### config.mk
export PLATFORM = sky130hd
export DESIGN_NAME = tff_bank
export DESIGN_NICKNAME = d
export VERILOG_FILES = /design/src/rtl/tff_bank.sv
export SDC_FILE = /design/constraint.sdc
export NUM_CORES = 1
export LEC_CHECK = 0
export CORE_AREA = 8 8 45 47
export DETAILED_ROUTE_END_ITERATION = 10
export DIE_AREA = 0 0 53 55
export MAX_ROUTING_LAYER = met4
export PLACE_DENSITY = 0.66
export SYNTH_ARGS = -nofsm -noshare
export SYNTH_HDL_FRONTEND = slang
export SYNTH_SLANG_ARGS = --single-unit
export TNS_END_PERCENT = 50
### constraint.sdc
create_clock -name clk -period 1.6 [get_ports clk]
set_input_delay 0.48 -clock clk [delete_from_list [all_inputs] [get_ports clk]]
set_output_delay 0.48 -clock clk [all_outputs]
set_load 0.1 [all_outputs]
### src/rtl/tff_bank.sv
// tff_bank: a bank of WIDTH toggle flip-flops that can run as independent
// T flip-flops, a ripple-style up counter or a down counter, with a
// parallel load and a synchronous reset.
// Optional build macro TFF_BANK_SAT_EN makes the count modes saturate
// instead of wrapping; the default build wraps modulo 2^WIDTH.
module tff_bank #(
    parameter int unsigned          WIDTH   = 4,
    parameter logic [WIDTH-1:0]     RST_VAL = '0
) (
    input  logic             clk,
    input  logic             rst,
    input  logic             en,
    input  logic [1:0]       mode,
    input  logic [WIDTH-1:0] t,
    input  logic             load,
    input  logic [WIDTH-1:0] d,
    output logic [WIDTH-1:0] q,
    output logic [WIDTH-1:0] qbar,
    output logic             tc,
    output logic             wrap
);

    typedef enum logic [1:0] {
        MODE_HOLD   = 2'b00,
        MODE_TOGGLE = 2'b01,
        MODE_UP     = 2'b10,
        MODE_DOWN   = 2'b11
    } mode_e;

    mode_e            mode_sel;
    logic [WIDTH-1:0] up_carry;
    logic [WIDTH-1:0] dn_borrow;
    logic [WIDTH-1:0] toggle_vec;
    logic             all_ones;
    logic             all_zeros;
    logic             count_step;
    logic             wrap_next;

    assign mode_sel = mode_e'(mode);

    // Complement output follows q directly
    assign qbar = ~q;

    // Per-bit toggle conditions: bit i toggles when all lower bits are 1 (up) or 0 (down)
    always_comb begin
        up_carry     = '0;
        dn_borrow    = '0;
        up_carry[0]  = 1'b1;
        dn_borrow[0] = 1'b1;
        for (int unsigned i = 1; i < WIDTH; i++) begin
            up_carry[i]  = up_carry[i-1]  & q[i-1];
            dn_borrow[i] = dn_borrow[i-1] & ~q[i-1];
        end
    end

    // Terminal count depends only on q and mode, never on en
    always_comb begin
        all_ones  = &q;
        all_zeros = ~|q;
        tc        = 1'b0;
        if (mode_sel == MODE_UP) begin
            tc = all_ones;
        end else if (mode_sel == MODE_DOWN) begin
            tc = all_zeros;
        end
    end

    // Select which bits toggle this edge and whether the step wraps
    always_comb begin
        toggle_vec = '0;
        count_step = en & ~load & ((mode_sel == MODE_UP) | (mode_sel == MODE_DOWN));
        wrap_next  = 1'b0;
        case (mode_sel)
            MODE_HOLD:   toggle_vec = '0;
            MODE_TOGGLE: toggle_vec = t;
            MODE_UP:     toggle_vec = up_carry;
            MODE_DOWN:   toggle_vec = dn_borrow;
            default:     toggle_vec = '0;
        endcase
`ifdef TFF_BANK_SAT_EN
        // Saturating build: a count step at the terminal value holds q and never flags wrap
        if (count_step && tc) begin
            toggle_vec = '0;
        end
        wrap_next = 1'b0;
`else
        // Wrapping build: flag a count step taken at the terminal value
        wrap_next = count_step & tc;
`endif
    end

    // State register: reset, then load, then enabled mode update, else hold
    always_ff @(posedge clk) begin
        if (rst) begin
            q    <= RST_VAL;
            wrap <= 1'b0;
        end else begin
            wrap <= wrap_next;
            if (load) begin
                q <= d;
            end else if (en) begin
                q <= q ^ toggle_vec;
            end
        end
    end

endmodule

==> run_1/drive_strength.png <==
Bar = 20 um.
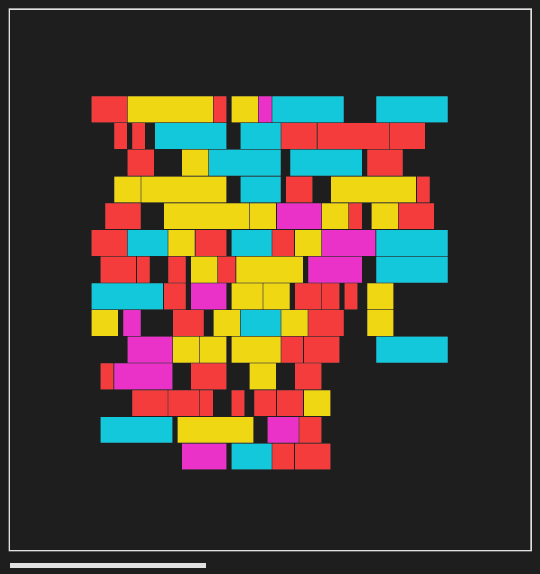
legend:
  drive 2:
    colour: magenta
    cells: 10
    share: 11%
  drive 6 and up:
    colour: cyan
    cells: 16
    share: 17%
  drive 1 or less:
    colour: red
    cells: 41
    share: 44%
  drive 3 to 4:
    colour: yellow
    cells: 27
    share: 29%

==> run_1/met2.png <==
Bar = 20 um.
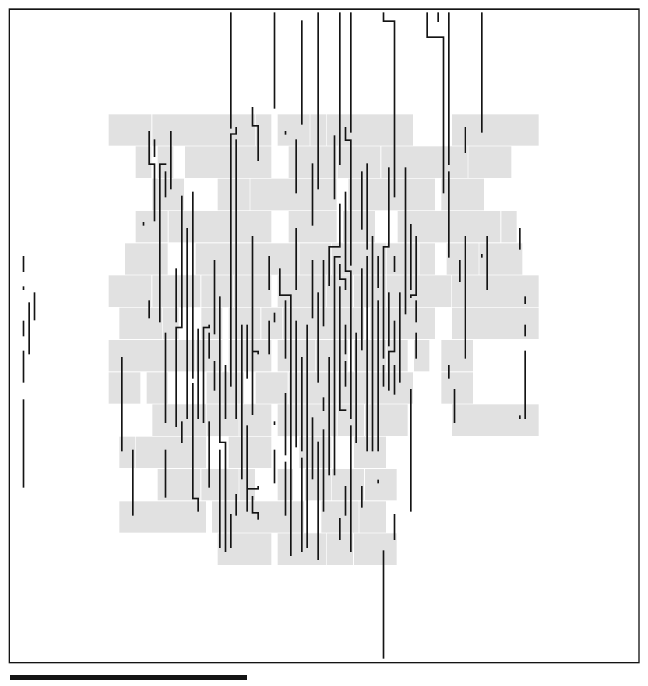
nets with wire on the layer: 102
share of all routed wire: 54%
main direction: vertical

==> impl_metrics.yaml, run 1 <==
# generated from flow reports
status:
  status: "finished with violations"
  failed_checks: "negative setup slack"
synthesis:
  avgSynthCellArea_um2: 8.29
  yosys.area.top_type: "dfxtp_1"
  syn_nets: 62
  ys_area_um2: 398
  yosys_warnings: 0
setup_path:
  crit_path_end_kind: "output pin"
  cp_max_fo: 2
  arrival_ns: 1.39
  crit_type: "in2out"
pwr:
  ir_worst_vdd_mv: 0.533
  power.total_uw: 677
placement:
  gp_congestion: 0.736
  dp_hpwl_mm: 1.18
hold_path:
  hold_path_depth: 3
route:
  vias_per_cell: 5.12
cells_and_area:
  num-fill-cells: 86
  area_delta_synth_final_pct: 152
clock_tree:
  cts_num_sinks: 5
  clkTransAtPathRegs_ns: 0.05
  cts_buffer_depth: 2
  postCtsHoldBufs: 0
floorplan:
  chipArea_mm2: 0.00292
  coreArea_mm2: 0.00138
sta:
  setup_ws_ns: -0.270
  setup_violations: 3
  slew_violations: 0
grt:
  grt_max_degree: 9
  grt_pass1_vias: 602
==> run_1/metal_stack.png <==
Two of the layers only.
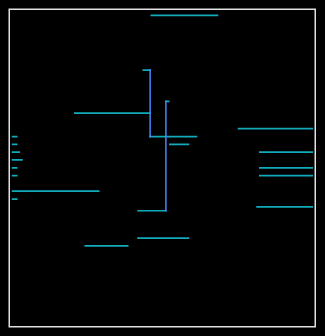
legend:
  met4:
    colour: blue
    wire_length: 30.6 um
  met3:
    colour: cyan
    wire_length: 129 um

==> run_1/final_congestion.png <==
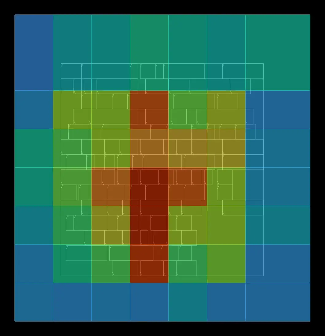
met3 usage: 4.81%
Core Util, Final: 72.5%
met2 Use GR: 21.9%
All-Layer GR Usage: 12.0%
WL/cell: 15.0 um

## run 1: path summary, 6_finish.rpt
check | from | endpoint | slack, ns
hold reg to reg | q[3] | q[3] | 0.72
hold / removal | q[3] | q[3] | 0.72
setup reg to reg | q[1] | q[3] | -0.14
setup / recovery | mode[0] | tc | -0.27
## run 1: repair_timing
action                     in CTS  in global routing
buffers inserted                6                  2
resized                        12                  9
setup endpoints to repair       5                  5
pin swaps                       4                  6
## run 1: critical path: stages
cell	delay [ns]
buf_6	0.09
nand4b_1	0.18
or2_4	0.26
a21boi_4	0.18
buf_12	0.19
## run 1: sequential cells by signal (all words and copies together), names as in the netlist
register / cells
q: 4
wrap: 1
## run 1: routing by layer
layer | share of wire (%) | global-route usage [%] | up-vias
met5 | 0 | - | -
met4 | 1.8 | 3.88 | 0
met3 | 7.8 | 4.81 | 5
met2 | 54 | 21.9 | 26
met1 | 36 | 11.2 | 263
li1 | - | - | 269
## run 1: cells in the mapped netlist, drive strengths merged (2+ instances only)
| cell | n |
|---|---|
| nand2b | 3 |
| dfxtp | 5 |
| nor3 | 2 |
| inv | 6 |
| nand2 | 3 |
| a21oi | 2 |
| nor2 | 2 |
| a211oi | 3 |
| xnor2 | 2 |
## run 1: stage by stage
step	area (um^2)	setup slack (ns)	TNS [ns]	util, %	hold WS (ns)
2_1_floorplan	432	-0.943	-2.89	-	0.543
3_3_place_gp	868	-0.616	-2.15	62.7	0.698
3_5_place_dp	868	-0.642	-2.27	62.7	0.721
4_1_cts	958	-0.243	-0.272	69.3	0.724
5_1_grt	1000	-0.311	-0.609	72.5	0.749
6_report	1000	-0.270	-0.475	72.5	0.721
## run 1: layout make-up
| class | count | area (um^2) | area share (%) |
|---|---|---|---|
| timing repair buffer | 43 | 495 | 49.4 |
| multi-input combinational | 36 | 320 | 31.9 |
| sequential | 5 | 115 | 11.5 |
| clock buffer | 4 | 26.3 | 2.62 |
| inverter | 6 | 26.3 | 2.62 |
| tap | 16 | 20.0 | 2.00 |
## run 1: report_power, final
part           internal, uW  switching, uW  total, uW
sequential              134           13.7        147
combinational           165            215        380
clock                  94.6           55.8        150
## run 1: cell families (layout without fill, tap and decap cells)
kind of cell | Yosys count | in the layout | synth area share [%]
compound gates | 11 | 11 | 22.3
xor+xnor | 2 | 2 | 4.40
buf+inv | 7 | 53 | 8.49
flops | 5 | 5 | 25.2
mux | 1 | 1 | 2.52
simple gates | 22 | 22 | 37.1
==> run 2: changes to the inputs <==
--- a/config.mk
+++ b/config.mk
@@ -6,10 +6,11 @@
 export NUM_CORES = 1
 export LEC_CHECK = 0
 export CORE_AREA = 8 8 45 47
+export CTS_BUF_LIST = sky130_fd_sc_hd__clkbuf_8
 export DETAILED_ROUTE_END_ITERATION = 10
 export DIE_AREA = 0 0 53 55
 export MAX_ROUTING_LAYER = met4
-export PLACE_DENSITY = 0.66
+export PLACE_DENSITY = 0.64
 export SYNTH_ARGS = -nofsm -noshare
 export SYNTH_HDL_FRONTEND = slang
 export SYNTH_SLANG_ARGS = --single-unit
==> constraint.sdc (replaced) <==
create_clock -name clk -period 2.15 [get_ports clk]
set_input_delay 0.645 -clock clk [delete_from_list [all_inputs] [get_ports clk]]
set_output_delay 0.645 -clock clk [all_outputs]
set_load 0.1 [all_outputs]
==> run_2/metal_stack.png <==
Two of the layers only.
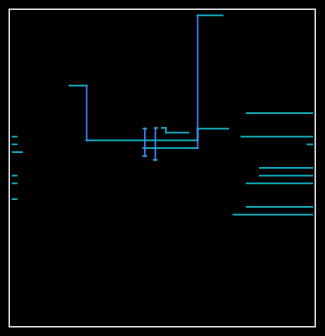
legend:
  met3:
    colour: cyan
    wire_length: 135 um
  met4:
    colour: blue
    wire_length: 42.8 um

==> run_2/met1.png <==
Bar = 20 um. Supply wires on this layer in grey.
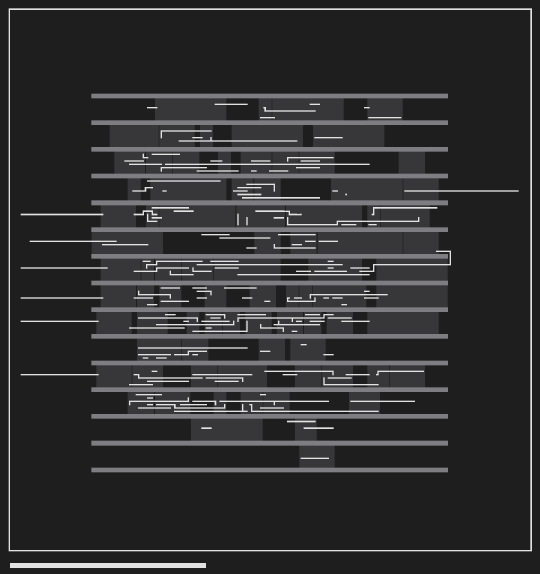
share of all routed wire: 42%
wire length on this layer: 568 um
main direction: horizontal
nets with wire on the layer: 85

==> run 2 against run 1 <==
Against the previous run:
- power is 21% lower
- cell count is 11% lower
- sequential share of layout area is 1.0 points higher
- synthesized cell count stayed put
- via count is 12% lower
- worst setup slack better by 0.22 ns
- sequential cell count stayed put
- clock power is 14% higher
- area after synthesis stayed put
- the run still ends with negative setup slack left
==> impl_metrics.yaml, run 2 <==
# generated from flow reports
setup_path:
  r2r_slack_ns: 0.62
  r2r_start: "q[0]"
  crit_chain: "buf_6, nand4b_1, or2_4, a21boi_4, buf_12"
  startpoint: "mode[0]"
  worst_path_max_delay_cell: "or2_4"
  crit_family: "simple AND/OR/NAND/NOR gates"
  max_stage_delay_ns: 0.27
  arrival_ns: 1.56
  r2r_end: "q[3]"
  cp.depth: 5
  crit_buf_inv: 2
sta:
  slew_violations: 0
  setup_ws_ns: -0.0549
  setup_violations: 1
grt:
  grt_pass1_vias: 520
  grt_max_degree: 10
placement:
  dp_hpwl_mm: 1.06
  place_area_um2: 808
route:
  vias_per_cell: 5.04
  wl_per_cell_um: 13.7
cells_and_area:
  design_area_um2: 861
  largestRegisters: "q (4), wrap (1)"
  area_delta_synth_final_pct: 116
  num-fill-cells: 119
synthesis:
  synth_top_cell_by_count: "inv_1"
  yosys.area.top_type: "dfxtp_1"
  yosys_warnings: 0
  syn_nets: 62
pwr:
  ir_worst_vdd_mv: 0.470
  power.net_switching_uw: 206
  swShare_pct: 38.7
  pwr-share-clk_pct: 32.2
status:
  status: "finished with violations"
  failed_checks: "negative setup slack"
clock_tree:
  cts_buffer_depth: 2
  cts_num_sinks: 5
  clkTransAtPathRegs_ns: 0.03
run 2: netlist changes by cell type in the layout (fill, tap and decap cells not counted), sizes merged:
cell,previous run,this run
inv,5,6
clkbuf,5,3
dlygate4sd2,0,1
buf,31,19
run 2: per-layer routing:
| layer | vias to the layer above | track usage, % | share of wire [%] |
|---|---|---|---|
| met1 | 216 | 11.2 | 42 |
| met5 | - | - | 0 |
| li1 | 245 | - | - |
| met3 | 8 | 6.15 | 10 |
| met2 | 25 | 15.6 | 44 |
| met4 | 0 | 5.17 | 3.1 |
run 2: layout make-up:
cell class              count  share of cell area, %
repair buffers             31                   43.9
flip-flops and latches      5                   12.5
inverters                   6                   3.05
multi-input cells          36                   33.0
clock buffers               3                   4.80
clock inverters             1                  0.436
well taps                  16                   2.33
run 2: power groups by stage:
stage	Clock [uW]	Combinational [uW]	Sequential, uW
floorplan	0	101	155
global placement	0	245	117
detailed placement	0	246	117
CTS	172	247	116
global route	187	256	117
finish	171	245	116
run 2: worst min path at each step:
stage          start    to  slack, ns  depth (start not counted)
2_1_floorplan    rst  q[0]       0.71                          1
3_3_place_gp    q[0]  q[0]       0.63                          2
3_5_place_dp    q[0]  q[0]       0.64                          2
4_1_cts         q[0]  q[0]       0.64                          2
5_1_grt         q[0]  q[0]       0.70                          2
6_report        q[0]  q[0]       0.64                          2
run 2: what timing repair did:
item / 4_1_cts / 5_1_grt
setup buffers: 1 / 0
setup endpoints to repair: 1 / 1
resized: 5 / 0
endpoints found under the hold margin: 0 / 0
hold buffers: 0 / 0
pin swaps: 2 / 0
run 2: cell families (layout without fill, tap and decap cells):
group / count (synthesis) / count (layout) / synth area share (%)
AND/OR/NAND/NOR: 22 / 22 / 37.1
AND-OR/OR-AND: 11 / 11 / 22.3
buffers and inverters: 7 / 41 / 8.49
flip-flops: 5 / 5 / 25.2
XOR/XNOR: 2 / 2 / 4.40
multiplexers: 1 / 1 / 2.52
run 2: worst register-to-register path, stage by stage (launching register included):
cell       delay (ns)
dfxtp_2          0.37
or4b_4           0.55
a21oi_2          0.14
mux2i_1          0.10
a2111oi_2        0.26
run 2: per-stage QoR:
stage / setup TNS [ns] / instances / hold slack, ns / worst slack [ns] / utilization, %
after floorplan: -0.850 / 48 / 0.710 / -0.558 / -
after global placement: -0.736 / 93 / 0.628 / -0.402 / 58.4
after detailed placement: -0.792 / 93 / 0.641 / -0.421 / 58.4
after CTS: -0.0277 / 98 / 0.639 / -0.0277 / 62.2
after global routing: -0.0902 / 98 / 0.702 / -0.0902 / 62.2
final: -0.0549 / 98 / 0.636 / -0.0549 / 62.2
No activity file was given, so power comes from the tool's default toggle rates.
